**config.mk**
```make
export PLATFORM = sky130hd
export DESIGN_NAME = inst_prefetch_queue
export DESIGN_NICKNAME = d
export VERILOG_FILES = /design/src/rtl/inst_prefetch_queue.sv
export SDC_FILE = /design/constraint.sdc
export NUM_CORES = 1
export LEC_CHECK = 0
export CORE_ASPECT_RATIO = 0.7
export CORE_MARGIN = 8
export CORE_UTILIZATION = 35
export CTS_CLUSTER_SIZE = 14
export DETAILED_ROUTE_END_ITERATION = 6
export HOLD_SLACK_MARGIN = 0.12
export SYNTH_ARGS = -nofsm -noshare
export SYNTH_HDL_FRONTEND = slang
export SYNTH_SLANG_ARGS = --single-unit
```
**constraint.sdc**
```tcl
create_clock -name clk -period 4.6 [get_ports clk]
set_input_delay 0.69 -clock clk [delete_from_list [all_inputs] [get_ports clk]]
set_output_delay 0.69 -clock clk [all_outputs]
set_load 0.1 [all_outputs]
```
**src/rtl/inst_prefetch_queue.sv**
```systemverilog
`default_nettype none
// ============================================================================
// inst_prefetch_queue: sequential instruction fetch feeding a DEPTH-entry
// decode buffer; optional PREFETCH_BYPASS_EN forwards responses when empty.
// Revision: 1.0
// ============================================================================
module inst_prefetch_queue #(
   parameter int unsigned DEPTH    = 4,
   parameter logic [31:0] RESET_PC = 32'hBFC0_0000
) (
   input  logic                      clk,
   input  logic                      resetn,
   input  logic                      redirect_valid,
   input  logic [31:0]               redirect_pc,
   output logic                      inst_sram_en,
   output logic [31:0]               inst_sram_addr,
   input  logic [31:0]               inst_sram_rdata,
   output logic                      de_valid,
   input  logic                      de_ready,
   output logic [31:0]               de_pc,
   output logic [31:0]               de_inst,
   output logic [$clog2(DEPTH):0]    q_count
);

   localparam int unsigned AW = $clog2(DEPTH);
   localparam int unsigned CW = AW + 1;
   localparam logic [CW:0] DEPTH_W = (CW + 1)'(DEPTH);

   logic [31:0]   fetch_pc_q, fetch_pc_d;
   logic [AW-1:0] rd_ptr_q, rd_ptr_d;
   logic [AW-1:0] wr_ptr_q, wr_ptr_d;
   logic [CW-1:0] count_q, count_d;
   logic          inflight_q, inflight_d;
   logic [31:0]   inflight_pc_q, inflight_pc_d;

   logic [31:0]   pc_mem   [DEPTH];
   logic [31:0]   inst_mem [DEPTH];

   logic          issue;
   logic          resp;
   logic          push;
   logic          pop;
   logic          bypass_valid;
   logic          bypass_take;
   logic          buf_valid;
   logic [CW:0]   occupancy;
   logic          unused_redirect_lsbs;

   assign unused_redirect_lsbs = ^redirect_pc[1:0];

   // Occupancy counts the outstanding request so the buffer can never overflow.
   assign occupancy = {1'b0, count_q} + {{CW{1'b0}}, inflight_q};
   assign issue     = resetn && !redirect_valid && (occupancy < DEPTH_W);
   assign resp      = inflight_q && !redirect_valid;
   assign buf_valid = (count_q != '0);

`ifdef PREFETCH_BYPASS_EN
   assign bypass_valid = resp && !buf_valid;
`else
   assign bypass_valid = 1'b0;
`endif

   assign bypass_take = bypass_valid && de_ready;
   assign push        = resp && !bypass_take;
   assign pop         = buf_valid && de_ready && !redirect_valid;

   assign inst_sram_en   = issue;
   assign inst_sram_addr = fetch_pc_q;
   assign q_count        = count_q;
   assign de_valid       = buf_valid || bypass_valid;

   always_comb begin
      de_pc   = '0;
      de_inst = '0;
      if (buf_valid) begin
         de_pc   = pc_mem[rd_ptr_q];
         de_inst = inst_mem[rd_ptr_q];
      end else if (bypass_valid) begin
         de_pc   = inflight_pc_q;
         de_inst = inst_sram_rdata;
      end
   end

   always_comb begin
      fetch_pc_d    = fetch_pc_q;
      rd_ptr_d      = rd_ptr_q;
      wr_ptr_d      = wr_ptr_q;
      count_d       = count_q;
      inflight_d    = 1'b0;
      inflight_pc_d = inflight_pc_q;
      if (redirect_valid) begin
         fetch_pc_d = {redirect_pc[31:2], 2'b00};
         rd_ptr_d   = '0;
         wr_ptr_d   = '0;
         count_d    = '0;
      end else begin
         if (push) begin
            wr_ptr_d = wr_ptr_q + 1'b1;
         end
         if (pop) begin
            rd_ptr_d = rd_ptr_q + 1'b1;
         end
         count_d = count_q + CW'(push) - CW'(pop);
         if (issue) begin
            inflight_d    = 1'b1;
            inflight_pc_d = fetch_pc_q;
            fetch_pc_d    = fetch_pc_q + 32'd4;
         end
      end
   end

   always_ff @(posedge clk or negedge resetn) begin
      if (!resetn) begin
         fetch_pc_q    <= RESET_PC;
         rd_ptr_q      <= '0;
         wr_ptr_q      <= '0;
         count_q       <= '0;
         inflight_q    <= 1'b0;
         inflight_pc_q <= '0;
      end else begin
         fetch_pc_q    <= fetch_pc_d;
         rd_ptr_q      <= rd_ptr_d;
         wr_ptr_q      <= wr_ptr_d;
         count_q       <= count_d;
         inflight_q    <= inflight_d;
         inflight_pc_q <= inflight_pc_d;
      end
   end

   // Storage is never read while count is zero, so it needs no reset.
   always_ff @(posedge clk) begin
      if (push) begin
         pc_mem[wr_ptr_q]   <= inflight_pc_q;
         inst_mem[wr_ptr_q] <= inst_sram_rdata;
      end
   end

endmodule
`default_nettype wire

```
==> out/results.ini <==
[grt]
met3_usage=0.04219
grt_max_degree=66
grt-busiest-layer=met2
use_met1=0.1922
antenna_found_initial=2
grt_pass1_wl_um=45230
grt_pass1_vias=7208
grt_usage=0.1356
overflow=0

[setup_path]
endpoint_kind=output pin
critPathKind=reg2out
required_ps=3910
worst_path_largest_cell_delay_ps=790
cp-startpoint=rd_ptr_q[0]
crit_end=de_pc[3]
worst_r2r_endpoint=q_count[2]
critical_path_arrival_ps=2800
path_buffers=2
cp_cell_sequence=buf_4, mux4_2, and2_1, buf_4
cp_slowest_cell=dfrtp_4
cp_common_cell=buf_4
crit_path_max_fanout=26
crit_cells=4
rrSetupSlack_ps=1970
timing.rr.start=q_count[1]

[sta]
rsz0062_at_grt=no
setup_violations=0
worst_pin_slew_ps=1071
clock_skew_ps=22.01
final_hold_viol_count=0
relSlewSlack=0.2857
setup_ws_ps=1106
hold_slack_ps=517.7
fmax_mhz=286.2
tns_ps=0
fin_crit_ps=3494
finalClockPeriodUsage=0.7595

[synth]
ys_sh_mux=0.1403
adder_share=0.009424
edf_count=248
ys_seq_frac=0.7187
netlist_instances=712
synth-async-reset-ratio=0.2152
numSynthFlops=316
ys_top_logic_family=multiplexers
ys_cells=712
syn_area_sq_um=12750
synth.distinct_cells=42
yosys.area.top_type_share=0.5843
synth_top_cell_by_area=edfxtp_1
ys_warn_count=0
aoi_share=0.01335

[route]
ant_nets=0
top_layer_used=met5
drt_iter0_markers=386
met2WireLength_um=13000
vias_per_cell=4.864
wl_met3_um=2058
met1_length_um=13730
drc=0
wl_per_cell_um=21.17

[power_and_ir_drop]
p_comb_mw=3.87
clockPowerShare=0.265
comb_power_share=0.372
power.internal_mw=6.146
power.density_nw_per_um2=656.2
top_power_group=combinational cells
swShare=0.4086
p_leak_nw=5.424
peakVddDrop_mv=0.3385
total_power_mw=10.39

[finish]
finalInstanceArea_sq_um=15840
area.growth.synth_to_final_pct=24.26
seq_area_frac=0.5788
diodes=0
clockNetworkAreaShare=0.07023
largest_class=sequential cells
final_core_util=0.4409
fillers=3159
inverters_excl_clock=11
comb_cells=347
buffer_area_frac=0.09717
top_register=inst_mem
seq_cells=316
drive_above_1_share=0.2694

[hold_path]
hp-class=in2async

[floorplanning]
tap-cell-count=480
die_area_sq_um=42880
die-width_um=244.1
die_h_um=175.7
fp-utilization=0.3548
rows=58

[placed_design]
dpl_worst_slack_ps=1613
place_congestion=0.7848
dp_hpwl_um=17650

[run]
warning_count=31
cap_violations=0

[clock_tree]
cts.clk_slew.worst_paths_ps=70
cts_tree=built
htree_num_levels=1
clockBufferDepth=3

[run_status]
status=finished, final reports clean

synth_stat cells, types with 2 or more instances:
library cell	count
nand3_1	8
mux4_2	62
dfstp_2	9
buf_6	2
nand2_1	40
and4_1	4
nor2_1	14
dfrtp_1	59
buf_2	13
o21ai_0	22
xnor2_1	25
ha_1	8
and3_1	4
inv_1	11
o21ai_1	4
nor3_1	8
or3_1	2
clkbuf_1	20
mux2_2	33
a22oi_1	2
buf_4	5
and2_1	68
mux2i_1	2
nand4_1	3
xor2_1	6
edfxtp_1	248
nor4_1	14
nor2b_1	2
timing repair:
action,4_1_cts,5_1_grt
hold buffers,1,0
resized,0,0
hold endpoints to repair,3,0
setup buffers,0,0
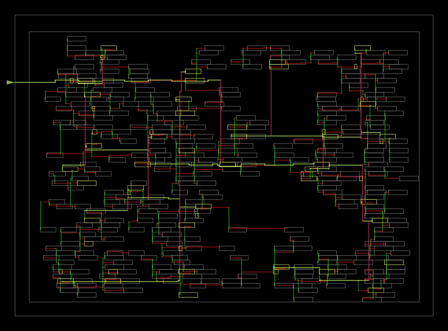
Fig. 1. Clock wiring as the flow saved it.
clock sinks: 316
Clock Latency Late Sink: 580 ps

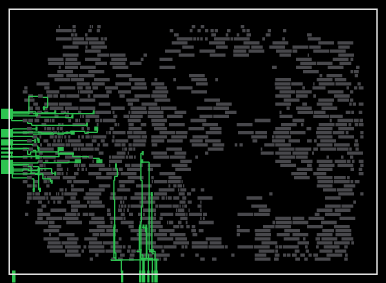
Fig. 2. Port wiring.
(1.5 px per um)
redirect_pc: marked green, direction input, edge 22 left, 10 bottom, end cells 30, buffers 30, wire 1200 um.
# port buffers: 162
Ports: 169

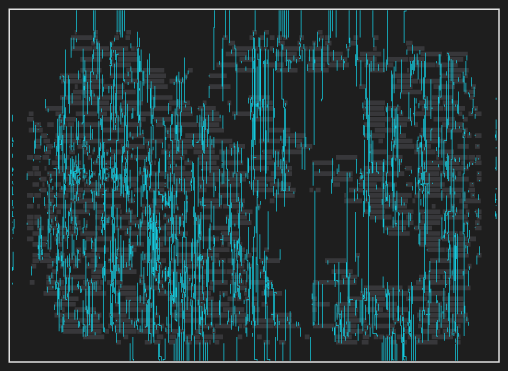
Fig. 3. Met2 routing.
(2 px per um)
The layer holds 44% of the routed length. The longest straight run is 75.1 um. The layer carries 13000 um of wire. The wires run mostly vertical.
M2 GR Usage: 0.2074
Routed WL: 29250 um

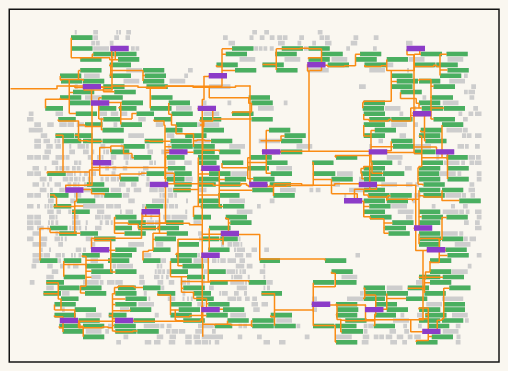
Fig. 4. Clock network drawn from the DEF.
(2 px per um)
flip-flops: marked green, count 316. clock drivers: marked purple, count 31. clock wires: marked orange, length 3870 um.
Position of the flops: spread over the die.

